### src/rtl/product_accumulator.sv
// Reduction stage that sums a burst of unsigned multiplier products into a wider accumulator.
// Define PRODUCT_ACCUMULATOR_SAT_EN to clamp the sum at its maximum instead of wrapping.
module product_accumulator #(
  parameter int PROD_W = 16,
  parameter int ACC_W  = 24,
  parameter int LEN_W  = 8
) (
  input  logic              clock,
  input  logic              reset,
  input  logic              io_clear,
  input  logic [LEN_W-1:0]  io_len,
  input  logic              io_in_valid,
  output logic              io_in_ready,
  input  logic [PROD_W-1:0] io_in_bits,
  output logic              io_out_valid,
  input  logic              io_out_ready,
  output logic [ACC_W-1:0]  io_out_bits,
  output logic              io_out_overflow,
  output logic              io_busy
);

  typedef enum logic [1:0] {
    IDLE   = 2'd0,
    ACCUM  = 2'd1,
    OUTPUT = 2'd2
  } state_e;

  localparam logic [LEN_W-1:0] LEN_ONE = LEN_W'(1);
`ifdef PRODUCT_ACCUMULATOR_SAT_EN
  localparam logic [ACC_W-1:0] ACC_MAX = {ACC_W{1'b1}};
`endif

  state_e             state_q, state_d;
  logic [ACC_W-1:0]   acc_q, acc_d;
  logic [LEN_W-1:0]   rem_q, rem_d;
  logic               ovf_q, ovf_d;
  logic               in_ready_q, in_ready_d;

  logic               in_fire_s;
  logic [ACC_W:0]     sum_s;
  logic               carry_s;

  assign in_fire_s = io_in_valid && in_ready_q;
  assign sum_s     = {1'b0, acc_q} + (ACC_W+1)'(io_in_bits);
  assign carry_s   = sum_s[ACC_W];

  always_comb begin
    state_d = state_q;
    acc_d   = acc_q;
    rem_d   = rem_q;
    ovf_d   = ovf_q;
    if (io_clear) begin
      state_d = IDLE;
      acc_d   = '0;
      rem_d   = '0;
      ovf_d   = 1'b0;
    end else begin
      case (state_q)
        IDLE: begin
          if (in_fire_s) begin
            acc_d   = ACC_W'(io_in_bits);
            // A length of zero wraps to the full 2^LEN_W burst here.
            rem_d   = io_len - LEN_ONE;
            ovf_d   = 1'b0;
            state_d = (io_len == LEN_ONE) ? OUTPUT : ACCUM;
          end else begin
            state_d = IDLE;
          end
        end
        ACCUM: begin
          if (in_fire_s) begin
`ifdef PRODUCT_ACCUMULATOR_SAT_EN
            acc_d = carry_s ? ACC_MAX : sum_s[ACC_W-1:0];
`else
            acc_d = sum_s[ACC_W-1:0];
`endif
            ovf_d = ovf_q | carry_s;
            rem_d = rem_q - LEN_ONE;
            if (rem_q == LEN_ONE) begin
              state_d = OUTPUT;
            end else begin
              state_d = ACCUM;
            end
          end else begin
            state_d = ACCUM;
          end
        end
        OUTPUT: begin
          if (io_out_ready) begin
            state_d = IDLE;
          end else begin
            state_d = OUTPUT;
          end
        end
        default: begin
          state_d = IDLE;
        end
      endcase
    end
  end

  // in_ready is registered so it stays low while reset is held.
  assign in_ready_d = (state_d != OUTPUT);

  always_ff @(posedge clock or posedge reset) begin
    if (reset) begin
      state_q    <= IDLE;
      acc_q      <= '0;
      rem_q      <= '0;
      ovf_q      <= 1'b0;
      in_ready_q <= 1'b0;
    end else begin
      state_q    <= state_d;
      acc_q      <= acc_d;
      rem_q      <= rem_d;
      ovf_q      <= ovf_d;
      in_ready_q <= in_ready_d;
    end
  end

  assign io_in_ready     = in_ready_q;
  assign io_out_valid    = (state_q == OUTPUT);
  assign io_out_bits     = acc_q;
  assign io_out_overflow = ovf_q;
  assign io_busy         = (state_q != IDLE);

endmodule

### config.mk
export PLATFORM = sky130hd
export DESIGN_NAME = product_accumulator
export DESIGN_NICKNAME = d
export VERILOG_FILES = /design/src/rtl/product_accumulator.sv
export SDC_FILE = /design/constraint.sdc
export NUM_CORES = 1
export LEC_CHECK = 0
export ABC_AREA = 0
export CORE_UTILIZATION = 45
export CTS_BUF_LIST = sky130_fd_sc_hd__clkbuf_4 sky130_fd_sc_hd__clkbuf_8 sky130_fd_sc_hd__clkbuf_16
export DETAILED_ROUTE_END_ITERATION = 10
export PLACE_DENSITY = 0.69
export SETUP_SLACK_MARGIN = 0.5
export SYNTH_ARGS = -nofsm -noshare
export SYNTH_HDL_FRONTEND = slang
export SYNTH_SLANG_ARGS = --single-unit
### constraint.sdc
create_clock -name clock -period 5.06 [get_ports clock]
set_clock_uncertainty 0.15 [all_clocks]
set_input_delay 1.012 -clock clock [delete_from_list [all_inputs] [get_ports clock]]
set_output_delay 1.012 -clock clock [all_outputs]
set_load 0.02 [all_outputs]
run_1/clk_routes.png
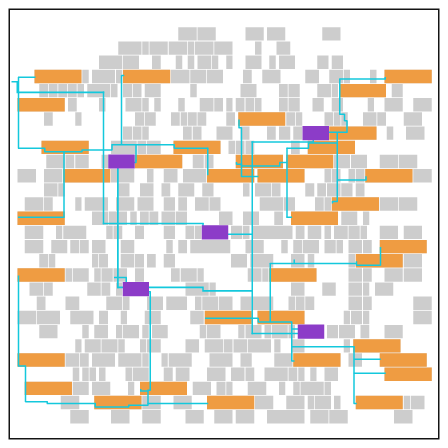
[purple] clock drivers | count: 5
[cyan] clock wires | length: 583 microns
[orange] flip-flops | count: 36
routed clock nets	6

run_1/clocks.png
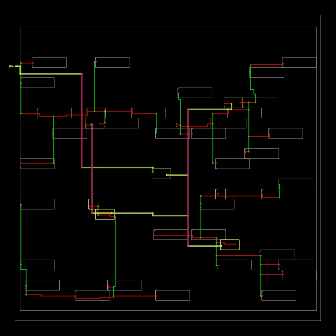
clk sinks: 36
P_clk: 0.231 mW
Late-Pin Clk Latency: 300 ps
CLK BUF: 7

run_1/layer_met1.png
Supply wires on this layer in grey. Cells faint in the background.
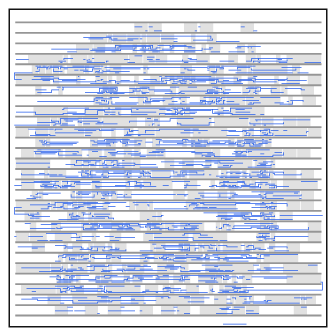
share of all routed wire	51%
main direction	horizontal
nets with wire on the layer	421
longest straight run	30.4 microns
wire length on this layer	3820 microns

==> results.cfg, run 1 <==
; yosys + openroad results
[status]
outcome = completed

[finish]
fillerInstances = 566
nets = 462
drive_above_1_share = 0.06053

[synth]
postSynth.asyncResetShare = 1.000
edf_count = 0
yosysMostFrequentCell = nand2_1
topCellsByArea = dfrtp_1 (31%), ha_1 (8.7%), nand2_1 (5.6%)
ys_warn_count = 0
ys_types = 52
synthCells = 363

[floorplanning]
rows = 28
dieArea_sq_um = 6741
die.size.y_microns = 82.11

[hold_path]
whs_path_depth = 2
hold_class = reg2reg
min_to = rem_q[7]
min_from = rem_q[7]

[drt]
drtPass1Iterations = 4
dr_total_vias = 2818
ant_nets = 0
detail_route.wirelength_microns = 7570

[global_route]
grt_pass1_wl_microns = 12340
grt.overflow.total = 0
grt_max_degree = 37

[clock_network]
cts_tree = built
cts_hold_buf = 0
cts_buffer_depth = 2

[place]
pre_cts_ws_ps = 1092

[setup_path]
timing.rr.start = io_out_bits[0]
crit_fanout = 9
cp_cell_sequence = clkdlybuf4s50_1, ha_1, inv_1, fa_1, and2b_1, o31a_2, o21ai_2, o31ai_4, a31oi_4, or4_1, nand3_1

[power]
seqPwrFrac = 0.380

[timing]
fin_crit_ps = 3651
finalSetupViolCount = 0

[run]
cap_violations = 0
[run 1: sequential cells by signal, indices dropped and copies added, names as in the netlist]
signal and count:
io_out_bits 24, rem_q 8, io_in_ready 1, state_q 2
io_out_overflow 1
[run 1: layer usage]
metal  GRT usage  vias up  wire length [microns]
li1            -     1424                      -
met1      0.3397     1317                   3823
met2      0.3653       67                   3288
met3     0.03736       10                    356
met4     0.07368        0                    102
met5           0        -                      0
[run 1: through the flow]
stage / instance area, sq um / util / cells / hold slack, ps
detailed placement: 3508 / 0.5789 / 480 / 389.9
global placement: 3508 / 0.5789 / 480 / 380.6
global route: 3606 / 0.5950 / 488 / 457.4
CTS: 3606 / 0.5950 / 488 / 402.1
finish: 3606 / 0.5950 / 488 / 400.9
floorplan: 2888 / - / 363 / 363.8
[run 1: worst max-delay path: cells and delay by family]
family / cells / cell delay [ps]
adder cells (fa/ha/maj): 2 / 560
buffers and inverters: 2 / 540
AND/OR/NAND/NOR: 3 / 850
AND-OR/OR-AND: 4 / 770
[run 1: how the worst max path moves through the flow]
| stage | from | endpoint | slack (ps) | cells past startpoint |
|---|---|---|---|---|
| after floorplan | io_in_bits[0] | io_out_bits[18] | 1780 | 10 |
| after global placement | io_in_bits[0] | io_out_bits[18] | 1170 | 11 |
| after detailed placement | io_in_bits[0] | io_out_bits[18] | 1090 | 11 |
| after CTS | io_in_bits[0] | io_out_bits[18] | 1400 | 11 |
| after global routing | io_in_bits[0] | io_out_bits[18] | 1260 | 11 |
| final | io_in_bits[0] | io_out_bits[18] | 1410 | 11 |
[run 1: power by group through the flow]
stage	Combinational, mW	Sequential [mW]	Clock, mW
global route	0.331	0.327	0.247
CTS	0.298	0.324	0.235
detailed placement	0.296	0.329	0
floorplan	0.188	0.339	0
finish	0.298	0.324	0.231
global placement	0.292	0.329	0
[run 1: layout make-up]
| type | instances | area (sq um) | share of cell area |
|---|---|---|---|
| multi-input cells | 290 | 1844 | 0.5115 |
| flip-flops and latches | 36 | 900.9 | 0.2498 |
| repair buffers | 62 | 605.6 | 0.1679 |
| well taps | 75 | 93.84 | 0.02602 |
| clock buffers | 7 | 90.09 | 0.02498 |
| inverters | 17 | 63.81 | 0.01770 |
| clock inverters | 1 | 7.507 | 0.002082 |
[run 1: cell usage in the layout (no fill, tap or decap), types with 11 or more instances in the layout]
| master | synthesis | layout |
|---|---|---|
| nand3_1 | 15 | 15 |
| a211oi_1 | 11 | 11 |
| xor2_1 | 11 | 11 |
| dfrtp_1 | 36 | 36 |
| o21ai_0 | 22 | 22 |
| a21oi_1 | 30 | 30 |
| nand2_1 | 43 | 43 |
| nor3_1 | 14 | 14 |
| clkdlybuf4s50_1 | 0 | 56 |
| nor2_1 | 37 | 36 |
| ha_1 | 20 | 20 |
| inv_1 | 17 | 17 |
[run 1: cell families after synthesis]
group / count (synthesis) / share of synthesized area
adders and majority gates: 21 / 0.09359
and+or+nand+nor: 142 / 0.2344
buffers and inverters: 37 / 0.05026
AOI/OAI and AO/OA: 110 / 0.2578
muxes: 1 / 0.003466
DFF: 36 / 0.3120
xor gates and xnor gates: 16 / 0.04853
## Run 2: what changed since run 1
--- a/config.mk
+++ b/config.mk
@@ -9,7 +9,7 @@
 export CORE_UTILIZATION = 45
 export CTS_BUF_LIST = sky130_fd_sc_hd__clkbuf_4 sky130_fd_sc_hd__clkbuf_8 sky130_fd_sc_hd__clkbuf_16
 export DETAILED_ROUTE_END_ITERATION = 10
-export PLACE_DENSITY = 0.69
+export PLACE_DENSITY = 0.72
 export SETUP_SLACK_MARGIN = 0.5
 export SYNTH_ARGS = -nofsm -noshare
 export SYNTH_HDL_FRONTEND = slang
==> constraint.sdc (replaced) <==
create_clock -name clock -period 3.3 [get_ports clock]
set_clock_uncertainty 0.15 [all_clocks]
set_input_delay 0.66 -clock clock [delete_from_list [all_inputs] [get_ports clock]]
set_output_delay 0.66 -clock clock [all_outputs]
set_load 0.02 [all_outputs]
==> run 2 against run 1 <==
  * Utilization rose by 4.4 points
  * Power rose by 70%
  * Via count rose by 4.7%
  * Cell count rose by 2.9%
  * First-iteration DRC count rose by 23%
  * Routed wire length rose by 4.8%
  * Die area did not move
  * Critical path depth fell by 2
  * Area after synthesis did not move
  * Clock power rose by about 90%
  * Count of clock-buffer cells in the layout did not move
  * Register-to-register slack got worse by 1500 ps
==> results.cfg, run 2 <==
; yosys + openroad results
[status]
outcome = completed

[finish]
regArea_sq_um = 900.9
fillerInstances = 527
lay_top_cells = clkdlybuf4s50_1 (52), nand2_1 (43), nor2_1 (36), dfrtp_1 (36), a21oi_1 (27)
final_util = 0.6393
layout_top_cell = clkdlybuf4s50_1
drive_above_1_share = 0.1382
nets = 476
fin_area_sq_um = 3875

[synth]
topCellsByArea = dfrtp_1 (31%), ha_1 (8.7%), nand2_1 (5.6%)
postSynth.asyncResetShare = 1.000
ys_types = 52
synthCells = 363
ys_warn_count = 0
yosysMostFrequentCell = nand2_1
edf_count = 0

[setup_path]
r2r_slack_ps = 690
cp-endpoint = io_out_bits[15]
crit_fanout = 5
end_kind = flip-flop
timing.rr.start = io_out_bits[0]
startpoint_type = primary input

[global_route]
grt_util_met2 = 0.4149
grt_util_met3 = 0.04615
grt_pass1_wl_microns = 12900
top_usage_layer = met2
grt.overflow.total = 0
grt_max_degree = 37
use_met1 = 0.3306

[place]
place_area_sq_um = 3601

[floorplanning]
dieArea_sq_um = 6741
die.size.y_microns = 82.11
rows = 28

[clock_network]
clock_sinks = 36
htreeDepth = 2
clk_latency_ps = 300
cts_tree = built
cts_buffer_depth = 2

[drt]
ant_nets = 0
drtPass1Iterations = 4
detail_route.wirelength_microns = 7930
dr_total_vias = 2951

[run]
cap_violations = 0

[timing]
finalSetupViolCount = 0
fin_crit_ps = 2745

[hold_path]
hold_class = reg2reg
## run 2: cell types whose count changed in the layout (fill, tap and decap cells not counted), moves of 3 or more
| cell | delta |
|---|---|
| a21oi_1 | -3 |
| a21oi_2 | +3 |
| buf_4 | +14 |
| clkdlybuf4s50_1 | -4 |
| ha_1 | -8 |
| ha_4 | +6 |
| o21ai_0 | -3 |
## run 2: kinds of logic after synthesis
family | share of synthesized area
xor gates and xnor gates | 0.04853
adders and majority gates | 0.09359
AOI/OAI and AO/OA | 0.2578
muxes | 0.003466
and+or+nand+nor | 0.2344
buffers and inverters | 0.05026
DFF | 0.3120
## run 2: final cells by class
type,instances,share of cell area
multi-input cells,290,0.5118
repair buffers,76,0.1824
inverters,17,0.01647
clock buffers,7,0.02486
clock inverters,1,0.007749
flip-flops and latches,36,0.2325
well taps,75,0.02422
## run 2: power breakdown
part	total, mW	switching (mW)	internal [mW]	leakage [nW]
Combinational	0.511	0.279	0.232	1.10
Clock	0.440	0.174	0.267	0.0645
Sequential	0.500	0.0321	0.468	0.476
Total	1.45	0.485	0.967	1.64
## run 2: worst min-delay path by stage
stage / start / to / slack (ps) / cells past startpoint
floorplan: rem_q[7] / rem_q[7] / 360 / 2
global placement: rem_q[7] / rem_q[7] / 380 / 2
detailed placement: rem_q[7] / rem_q[7] / 400 / 2
CTS: rem_q[7] / rem_q[7] / 420 / 2
global route: rem_q[7] / rem_q[7] / 440 / 2
finish: rem_q[7] / rem_q[7] / 410 / 2
## run 2: critical path, stage by stage
cell             delay (ps)
clkdlybuf4s50_1         500
ha_2                    320
and4_2                  260
a21oi_1                 180
nand3_1                 140
nand2b_1                190
a31oi_2                 190
xor2_1                   90
a311oi_1                260
## run 2: metrics by stage
stage | setup slack (ps) | hold WS [ps] | std cells
3_5_place_dp | -127.9 | 402.6 | 491
5_1_grt | 458.7 | 441.7 | 502
6_report | 554.9 | 408.1 | 502
3_3_place_gp | 0.2369 | 380.9 | 491
4_1_cts | 504.4 | 415.8 | 502
2_1_floorplan | 489.2 | 363.8 | 363
## run 2: routing by layer
metal | vias to the layer above | share of wire
li1 | 1451 | -
met1 | 1411 | 0.47
met2 | 80 | 0.48
met3 | 9 | 0.038
met4 | 0 | 0.012
met5 | - | 0
## run 2: what timing repair did
action	in CTS	in global routing
resized	17	17
buffers inserted	3	0
endpoints found under the setup margin	14	13
hold buffers	0	0
pin swaps	10	5
run_2/placement_by_type.png
The bar under the picture is 20 microns long.
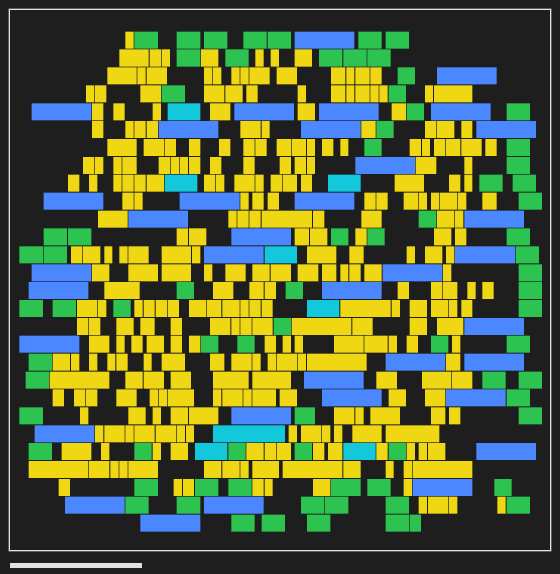
colour	class	cells	share of their area
blue	flops	36	24%
yellow	combinational and other logic	307	54%
cyan	clock drivers and dummy loads	8	3.3%
green	other buffers and delay cells	76	19%

Power and IR drop assume default switching activity.
